**Run 1: selected gate families**

The bar under the picture is 20 µm long.
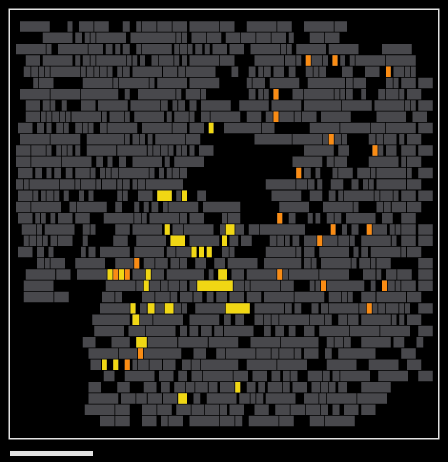
**Run 1: metal layers overlaid**

The bar under the picture is 20 µm long.
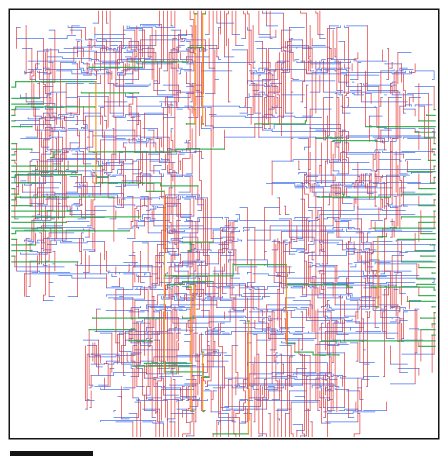
**Run 1: cell outlines without signal wires**

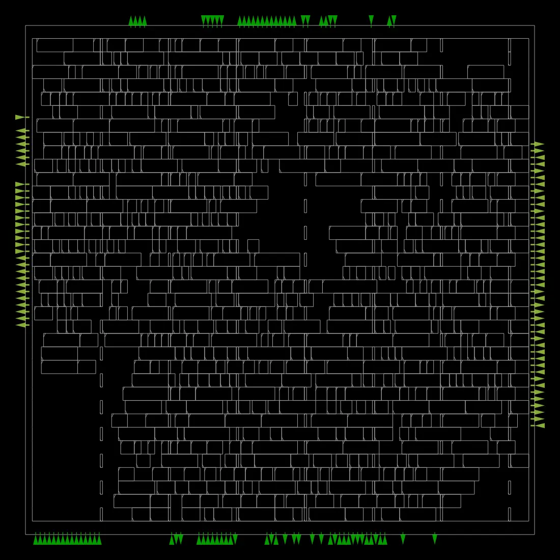
### src/rtl/sram_mem_controller.sv
// sram_mem_controller: MEM-stage data-memory controller. Splits one 32-bit
// load/store from the EX/MEM registers into two 16-bit SRAM accesses (low
// halfword first). While an access is in flight, ready stays low so the
// pipeline stays frozen.
//
// Ports:
//   clk, rst         rising-edge clock, synchronous active-high reset
//   rdEn, wrEn       load / store request, held by the frozen pipeline
//   address          byte address (bits [1:0] ignored)
//   writeData        store data
//   readData         registered load result, feeds MEM/WB
//   ready            combinational; high when idle or on the completing cycle
//   sramAddr         SRAM halfword address
//   sramDqOut/In     SRAM data bus, out / in
//   sramDqOe         1 = controller drives DQ
//   sramWeN          SRAM write enable, active low
module sram_mem_controller #(
    parameter int unsigned WAIT_CYCLES = 5,
    parameter int unsigned BASE_ADDR   = 1024
) (
    input  logic        clk,
    input  logic        rst,
    input  logic        rdEn,
    input  logic        wrEn,
    input  logic [31:0] address,
    input  logic [31:0] writeData,
    output logic [31:0] readData,
    output logic        ready,
    output logic [17:0] sramAddr,
    output logic [15:0] sramDqOut,
    input  logic [15:0] sramDqIn,
    output logic        sramDqOe,
    output logic        sramWeN
);

    localparam int unsigned CNT_W  = 4;
    localparam int unsigned WORD_W = 17;
    localparam logic [CNT_W-1:0] CNT_LAST = CNT_W'(WAIT_CYCLES - 1);

    typedef enum logic [2:0] {
        IDLE  = 3'd0,
        RD_LO = 3'd1,
        RD_HI = 3'd2,
        WR_LO = 3'd3,
        WR_HI = 3'd4,
        DONE  = 3'd5
    } state_e;

    state_e              state_q, state_d;
    logic [CNT_W-1:0]    cnt_q, cnt_d;
    logic [WORD_W-1:0]   word_q, word_d;
    logic [31:0]         data_q, data_d;
    logic [15:0]         lo_q, lo_d;
    logic [31:0]         rdata_q, rdata_d;
    logic [17:0]         sram_addr_q, sram_addr_d;
    logic [15:0]         dq_out_q, dq_out_d;
    logic                dq_oe_q, dq_oe_d;
    logic                we_n_q, we_n_d;

    logic [31:0]         offset_c;
    logic [WORD_W-1:0]   word_idx_c;
    logic                phase_last_c;

    // Word index relative to BASE_ADDR; addresses below the base wrap silently.
    assign offset_c     = address - 32'(BASE_ADDR);
    assign word_idx_c   = offset_c[18:2];
    assign phase_last_c = (cnt_q == CNT_LAST);

    assign ready     = ~(rdEn | wrEn) | (state_q == DONE);
    assign readData  = rdata_q;
    assign sramAddr  = sram_addr_q;
    assign sramDqOut = dq_out_q;
    assign sramDqOe  = dq_oe_q;
    assign sramWeN   = we_n_q;

    // State and datapath registers.
    always_ff @(posedge clk) begin
        if (rst) begin
            state_q     <= IDLE;
            cnt_q       <= '0;
            word_q      <= '0;
            data_q      <= '0;
            lo_q        <= '0;
            rdata_q     <= '0;
            sram_addr_q <= '0;
            dq_out_q    <= '0;
            dq_oe_q     <= 1'b0;
            we_n_q      <= 1'b1;
        end else begin
            state_q     <= state_d;
            cnt_q       <= cnt_d;
            word_q      <= word_d;
            data_q      <= data_d;
            lo_q        <= lo_d;
            rdata_q     <= rdata_d;
            sram_addr_q <= sram_addr_d;
            dq_out_q    <= dq_out_d;
            dq_oe_q     <= dq_oe_d;
            we_n_q      <= we_n_d;
        end
    end

    // Next state, phase counter and load capture.
    always_comb begin
        state_d = state_q;
        cnt_d   = cnt_q;
        word_d  = word_q;
        data_d  = data_q;
        lo_d    = lo_q;
        rdata_d = rdata_q;
        unique case (state_q)
            IDLE: begin
                cnt_d = '0;
                if (wrEn) begin
                    word_d  = word_idx_c;
                    data_d  = writeData;
                    state_d = WR_LO;
                end else if (rdEn) begin
                    word_d  = word_idx_c;
                    state_d = RD_LO;
                end
            end
            RD_LO: begin
                if (phase_last_c) begin
                    cnt_d   = '0;
                    lo_d    = sramDqIn;
                    state_d = RD_HI;
                end else begin
                    cnt_d = cnt_q + CNT_W'(1);
                end
            end
            RD_HI: begin
                if (phase_last_c) begin
                    cnt_d   = '0;
                    rdata_d = {sramDqIn, lo_q};
                    state_d = DONE;
                end else begin
                    cnt_d = cnt_q + CNT_W'(1);
                end
            end
            WR_LO: begin
                if (phase_last_c) begin
                    cnt_d   = '0;
                    state_d = WR_HI;
                end else begin
                    cnt_d = cnt_q + CNT_W'(1);
                end
            end
            WR_HI: begin
                if (phase_last_c) begin
                    cnt_d   = '0;
                    state_d = DONE;
                end else begin
                    cnt_d = cnt_q + CNT_W'(1);
                end
            end
            DONE: begin
                cnt_d   = '0;
                state_d = IDLE;
            end
            default: begin
                cnt_d   = '0;
                state_d = IDLE;
            end
        endcase
    end

    // SRAM bus values decoded from the upcoming state so they register in step with it.
    always_comb begin
        sram_addr_d = '0;
        dq_out_d    = '0;
        dq_oe_d     = 1'b0;
        we_n_d      = 1'b1;
        unique case (state_d)
            RD_LO: sram_addr_d = {word_d, 1'b0};
            RD_HI: sram_addr_d = {word_d, 1'b1};
            WR_LO: begin
                sram_addr_d = {word_d, 1'b0};
                dq_out_d    = data_d[15:0];
                dq_oe_d     = 1'b1;
                we_n_d      = 1'b0;
            end
            WR_HI: begin
                sram_addr_d = {word_d, 1'b1};
                dq_out_d    = data_d[31:16];
                dq_oe_d     = 1'b1;
                we_n_d      = 1'b0;
            end
            default: begin
                sram_addr_d = '0;
            end
        endcase
    end

endmodule

### config.mk
export PLATFORM = sky130hd
export DESIGN_NAME = sram_mem_controller
export DESIGN_NICKNAME = d
export VERILOG_FILES = /design/src/rtl/sram_mem_controller.sv
export SDC_FILE = /design/constraint.sdc
export NUM_CORES = 1
export LEC_CHECK = 0
export CAP_MARGIN = 20
export CORE_MARGIN = 1
export CORE_UTILIZATION = 51
export CTS_BUF_LIST = sky130_fd_sc_hd__clkbuf_16
export DETAILED_ROUTE_END_ITERATION = 16
export GPL_TIMING_DRIVEN = 1
export PLACE_DENSITY = 0.9
export RECOVER_POWER = 100
export SLEW_MARGIN = 20
export SYNTH_ARGS = -nofsm -noshare
export SYNTH_HDL_FRONTEND = slang
export SYNTH_SLANG_ARGS = --single-unit
### constraint.sdc
create_clock -name clk -period 5.3 [get_ports clk]
set_clock_uncertainty 0.15 [all_clocks]
set_input_delay 1.06 -clock clk [delete_from_list [all_inputs] [get_ports clk]]
set_output_delay 1.06 -clock clk [all_outputs]
set_load 0.1 [all_outputs]
==> run notes, run 1 <==
Figures from the implementation reports.

- The flow ran to the end, but the final reports show violations.
- The final reports fail on max-capacitance violations, max-slew violations.
- Per the GRT congestion report, total overflow comes to 0.
- In the per-layer breakdown of the detailed-route log, met1 shows 5330 µm.
- The TritonCTS clock tree is built.
- The final worst-path cycle share reads 75.2%.
- The met1 global-route usage reads 28.6%.
- The worst path buffer plus inverter count is 2.
- The report counts max-capacitance violations totalling 1.
- The Yosys step of the flow raised 0 warnings.
- For the worst setup path, the data required time is 4.09 ns.
- The topmost layer with routed signal wires reads met4.
- The mean routed wirelength per cell is 14.8 µm.
- The post-route setup TNS is 0 ns.
- The highest-delay cell along the critical path is or2_0.
- By count the netlist is led by 168 x nand2_1, 140 x dfxtp_1, 83 x a21oi_1.
- The post-synthesis cell type with the largest instance count is nand2_1.
- The synth_stat.txt file lists the number of cells as 615.
- Overall routing resource usage recorded by global route was 25.1%.
- The number of nets in the layout reads 817.
- Pins over their slew limit in the final report were tallied at 124.
- The final layout contains routed wiring with a total length of 13,000 µm.
- The maximum ir drop on the vdd rail is 0.000219 V.
- The met2 layer wire length in the routed design is 6570 µm.
- Per the skew report, the later register of the worst-skew pair sees a clock latency of 0.41 ns.
- Of the cells placed in the final design, the portion with a size suffix greater than 1 is 6.06%.
- The final-layout clock buffer total is 17.
- For this run the detailed placement stage logged an HPWL of 8250 µm.
- After synthesis the netlist holds a flip-flop and latch count of 140.
- Summing over the stages, the warning tally comes to 44.
- The startpoint kind of the worst setup timing path reads a primary input.
- The worst-margin pin slew reads 2.39 ns.
- The maximum level of the CTS H-tree is 4.
- The number of gates given a new drive strength after cts reads 0.
About 'selected gate families':
Key: yellow = nor cells [cells 26, most used nor2_1]; orange = inv cells [cells 21, most used inv_1]
most frequently placed logic cell in the final layout: nand2_1
combinational fraction of the cell area: 30.0%
Non-Filler Instances: 875

About 'metal layers overlaid':
Key: green = M3 [wire length 824 µm]; orange = M4 [wire length 236 µm]; blue = M1 [wire length 5,330 µm]; red = M2 [wire length 6,570 µm]

About 'cell outlines without signal wires':
sequential share of cell area: 39.3%
Util after Layout: 72.3%
site row count: 36

==> run 1: final timing paths <==
| path | end | slack [ns] | depth (start not counted) |
|---|---|---|---|
| worst max-delay path | ready | 1.31 | 4 |
| worst min-delay path | readData[15] | 0.30 | 2 |
| worst max register to register | sramDqOut[2] | 2.69 | 4 |
| worst min register to register | readData[15] | 0.30 | 2 |
==> run 1: worst reg2reg max path, stage by stage, from the launching register on <==
cell and delay (ns):
dfxtp_1 0.79, or4b_1 0.94, nand2_1 0.23, a211o_1 0.35, o21ai_0 0.08
==> run 1: state kept, by name, summed over array words and instances (netlist names) <==
register and count:
sramWeN 1, sramDqOe 1, state_q 3, cnt_q 4, word_q 17, data_q 32
readData 32, sramDqOut 16, lo_q 16, sramAddr 18
==> run 1: metrics by stage <==
| stage | util, % | total power (µW) | instance area, µm² |
|---|---|---|---|
| after floorplan | - | 1450 | 5230 |
| after global placement | 66.9 | 1560 | 6600 |
| after detailed placement | 66.9 | 1580 | 6600 |
| after CTS | 72.5 | 2680 | 7150 |
| after global routing | 72.3 | 2750 | 7130 |
| final | 72.3 | 2660 | 7130 |
==> run 1: layout by cell type, fill, tap and decap left out, types with 6 or more instances in the layout <==
master           Yosys  layout
nand3_1             11      10
clkinv_2             0       6
a211o_1             16      16
a21oi_1             83      83
inv_1               21      21
nand2_1            168     168
nor2_1              15      15
clkdlybuf4s50_1      0      66
clkbuf_16            0      17
dfxtp_1            140     140
dlygate4sd3_1        0      69
o21ai_0             25      28
and2_0               0      12
a21o_1              17      17
==> run 1: power by group <==
part	internal [µW]	switching (µW)	leakage [µW]	total, µW
combinational	127	286	0.00145	413
sequential	1110	24.0	0.00114	1130
clock	681	433	0.000269	1110
total	1920	743	0.00286	2660
**Run 1: cells coloured by class**

The bar under the picture is 20 µm long. Fill, decap, tap and diode cells in grey.
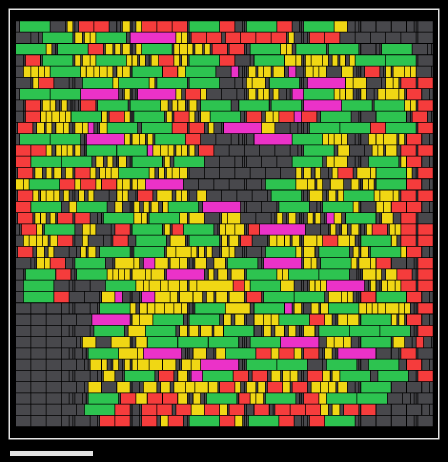

## Run 2: what changed since run 1
--- a/config.mk
+++ b/config.mk
@@ -7,11 +7,11 @@
 export LEC_CHECK = 0
 export CAP_MARGIN = 20
 export CORE_MARGIN = 1
-export CORE_UTILIZATION = 51
+export CORE_UTILIZATION = 42
 export CTS_BUF_LIST = sky130_fd_sc_hd__clkbuf_16
 export DETAILED_ROUTE_END_ITERATION = 16
 export GPL_TIMING_DRIVEN = 1
-export PLACE_DENSITY = 0.9
+export PLACE_DENSITY = 0.8
 export RECOVER_POWER = 100
 export SLEW_MARGIN = 20
 export SYNTH_ARGS = -nofsm -noshare
==> constraint.sdc (replaced) <==
create_clock -name clk -period 3.25 [get_ports clk]
set_clock_uncertainty 0.15 [all_clocks]
set_input_delay 0.65 -clock clk [delete_from_list [all_inputs] [get_ports clk]]
set_output_delay 0.65 -clock clk [all_outputs]
set_load 0.1 [all_outputs]
**Run 2: cells coloured by class**

The bar under the picture is 20 µm long. Fill, decap, tap and diode cells in grey.
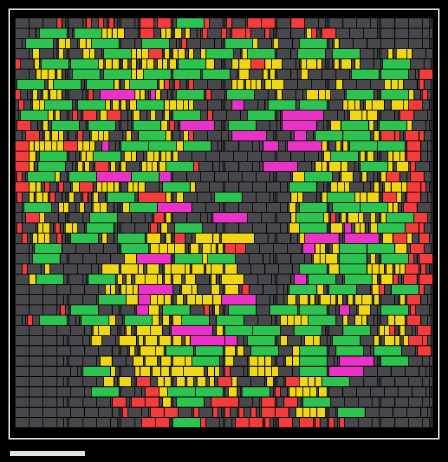
Key: green = registers [cells 140, share of their area 42%]; yellow = remaining logic cells [cells 430, share of their area 33%]; red = remaining buffers and delay cells [cells 145, share of their area 15%]; magenta = clock drivers and dummy loads [cells 32, share of their area 8.9%]

**Run 2: metal layers overlaid**

The bar under the picture is 20 µm long.
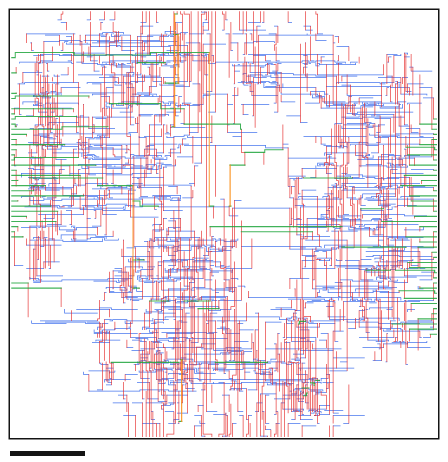
Key: orange = M4 [wire length 138 µm]; green = M3 [wire length 797 µm]; blue = M1 [wire length 5,400 µm]; red = M2 [wire length 6,100 µm]

==> run notes, run 2 <==
Figures from the implementation reports.

- The layer carrying the most global-route usage reads met2.
- The number of nets in the layout is 821 (+0.49%).
- The startpoint kind of the worst setup timing path reads a primary input.
- The final number of max-transition violations is 0 (-100%).
- The number of gates given a new drive strength after cts was 0 (unchanged).
- The total power after layout reads 4400 µW (+65%).
- The clock power share reads 43.3% (+1.4 points).
- The number of cells in Yosys stat is 615 (unchanged).
- The maximum level of the CTS H-tree came to 4 (unchanged).
- The TritonCTS clock tree is built.
- The flip-flop and latch count after synthesis is 140 (unchanged).
- Leaving out fill and tap cells, the most frequent cell in the layout is nand2_1.
- Per the OpenROAD power report, leakage power amounts to 0.00253 µW.
- The final instance area reads 6840 µm² (-4.2%).
- The mean routed wirelength per cell is 13.6 µm (-8.2%).
- The leftover overflow at the end of global routing reads 0 (unchanged).
- The post-route setup TNS reads 0 ns (unchanged).
- The flow ran to the end, and the final reports show no timing, DRC or antenna violations.
- The final wirelength reads 12,400 µm (-4.0%).
- The worst path required time came to 2.45 ns (-1.64 ns).
- The proportion of layout cells with a drive suffix above 1 is 6.69% (+0.63 points).
- The depth of the worst hold-timing path is 2 (unchanged).
- The worst reg2reg path depth reads 4 (unchanged).
- The count of max-cap constraint violations is 0 (-1).
- The ratio of total power to cell area is 643 nW/µm².
- A synthesized cell averages 8.51 µm².
- The overall fraction of global-route tracks in use reads 19.7% (-5.4 points).
- The insertion delay of the later-clocked pin in the worst-skew pair was 0.41 ns (about the same).
- The switching share of power reads 28.7% (+0.77 points).
- The worst setup path is of the primary input to output pin kind.
- The worst-margin pin slew came to 1.23 ns (-1.17 ns).
- The maximum ir drop on the vdd rail is 0.000289 V (+32%).
- The horizontal die dimension reported for this design is 114 µm.
- The number of warnings in the stage logs reads 42 (-4.5%).
- By count the netlist is led by 168 x nand2_1, 140 x dfxtp_1, 83 x a21oi_1.
- The part of the power in registers reads 42.0% (-0.6 points).
- The cell area after placement is 6530 µm² (-0.99%).
- The cell-internal power is 3130 µW (+64%).
- The combinational group share of total power reads 14.7% (-0.8 points).
- The final worst-path cycle share reads 88.0%.
- The count of synthesis-stage warnings from yosys reads 0 (unchanged).
**Run 2: cell outlines without signal wires**

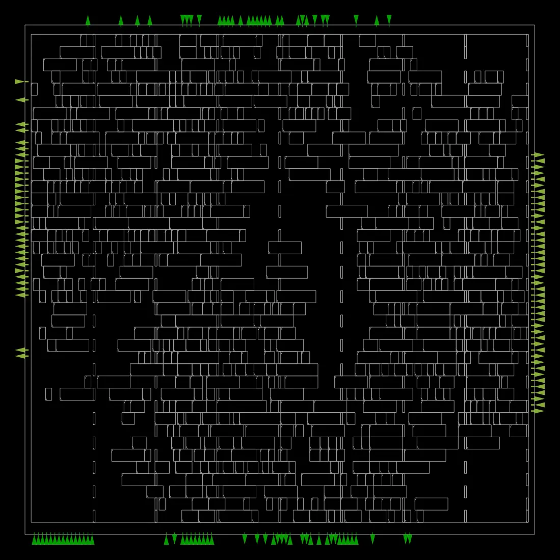
Non-Filler Instances: 915
site row count: 40
Filler cells: 1,095
Util after Layout: 56.7%
sequential share of cell area: 41.0%

## run 2: cell counts after synthesis
Identical to the previous run, type by type.
## run 2: worst paths after layout
path	endpoint	slack, ns	start
max	ready	0.39	wrEn
min	readData[13]	0.30	lo_q[13]
max reg2reg	sramAddr[10]	0.54	state_q[1]
min reg2reg	readData[13]	0.30	lo_q[13]
## run 2: power groups by stage
stage | logic, µW | registers (µW) | clock network (µW)
3_5_place_dp | 682 | 1880 | 0
6_report | 647 | 1850 | 1900
3_3_place_gp | 670 | 1880 | 0
5_1_grt | 689 | 1850 | 2040
4_1_cts | 687 | 1850 | 1940
2_1_floorplan | 258 | 2100 | 0
## run 2: cell type report
type                            count  area, µm²
Multi-Input combinational cell    409       2140
Inverter                           21       78.8
Fill cell                        1095       5230
Clock buffer                       17        425
Clock inverter                     15        163
Timing Repair Buffer              145       1020
Sequential cell                   140       2800
Tap cell                          168        210
## run 2: cells by family (layout without fill, tap and decap cells)
logic type / count (synthesis) / in the layout / share of synthesized area [%]
buffers and inverters: 66 / 198 / 5.38
adders and majority gates: 3 / 3 / 0.718
AOI/OAI and AO/OA: 162 / 162 / 18.8
muxes: 1 / 1 / 0.191
xor gates and xnor gates: 5 / 5 / 0.837
and+or+nand+nor: 238 / 238 / 20.4
DFF: 140 / 140 / 53.6
## run 2: routing by layer
layer | vias up | share of wire (%)
met5 | - | 0
met4 | 0 | 1.1
met3 | 14 | 6.4
met2 | 134 | 49
met1 | 2144 | 43
li1 | 2291 | -
## run 2: critical path, cell delays in order
cell	delay (ns)
dlygate4sd3_1	0.62
or2_2	0.45
nand2_1	0.16
buf_12	0.18
Power is estimated from default activity; no workload was simulated.
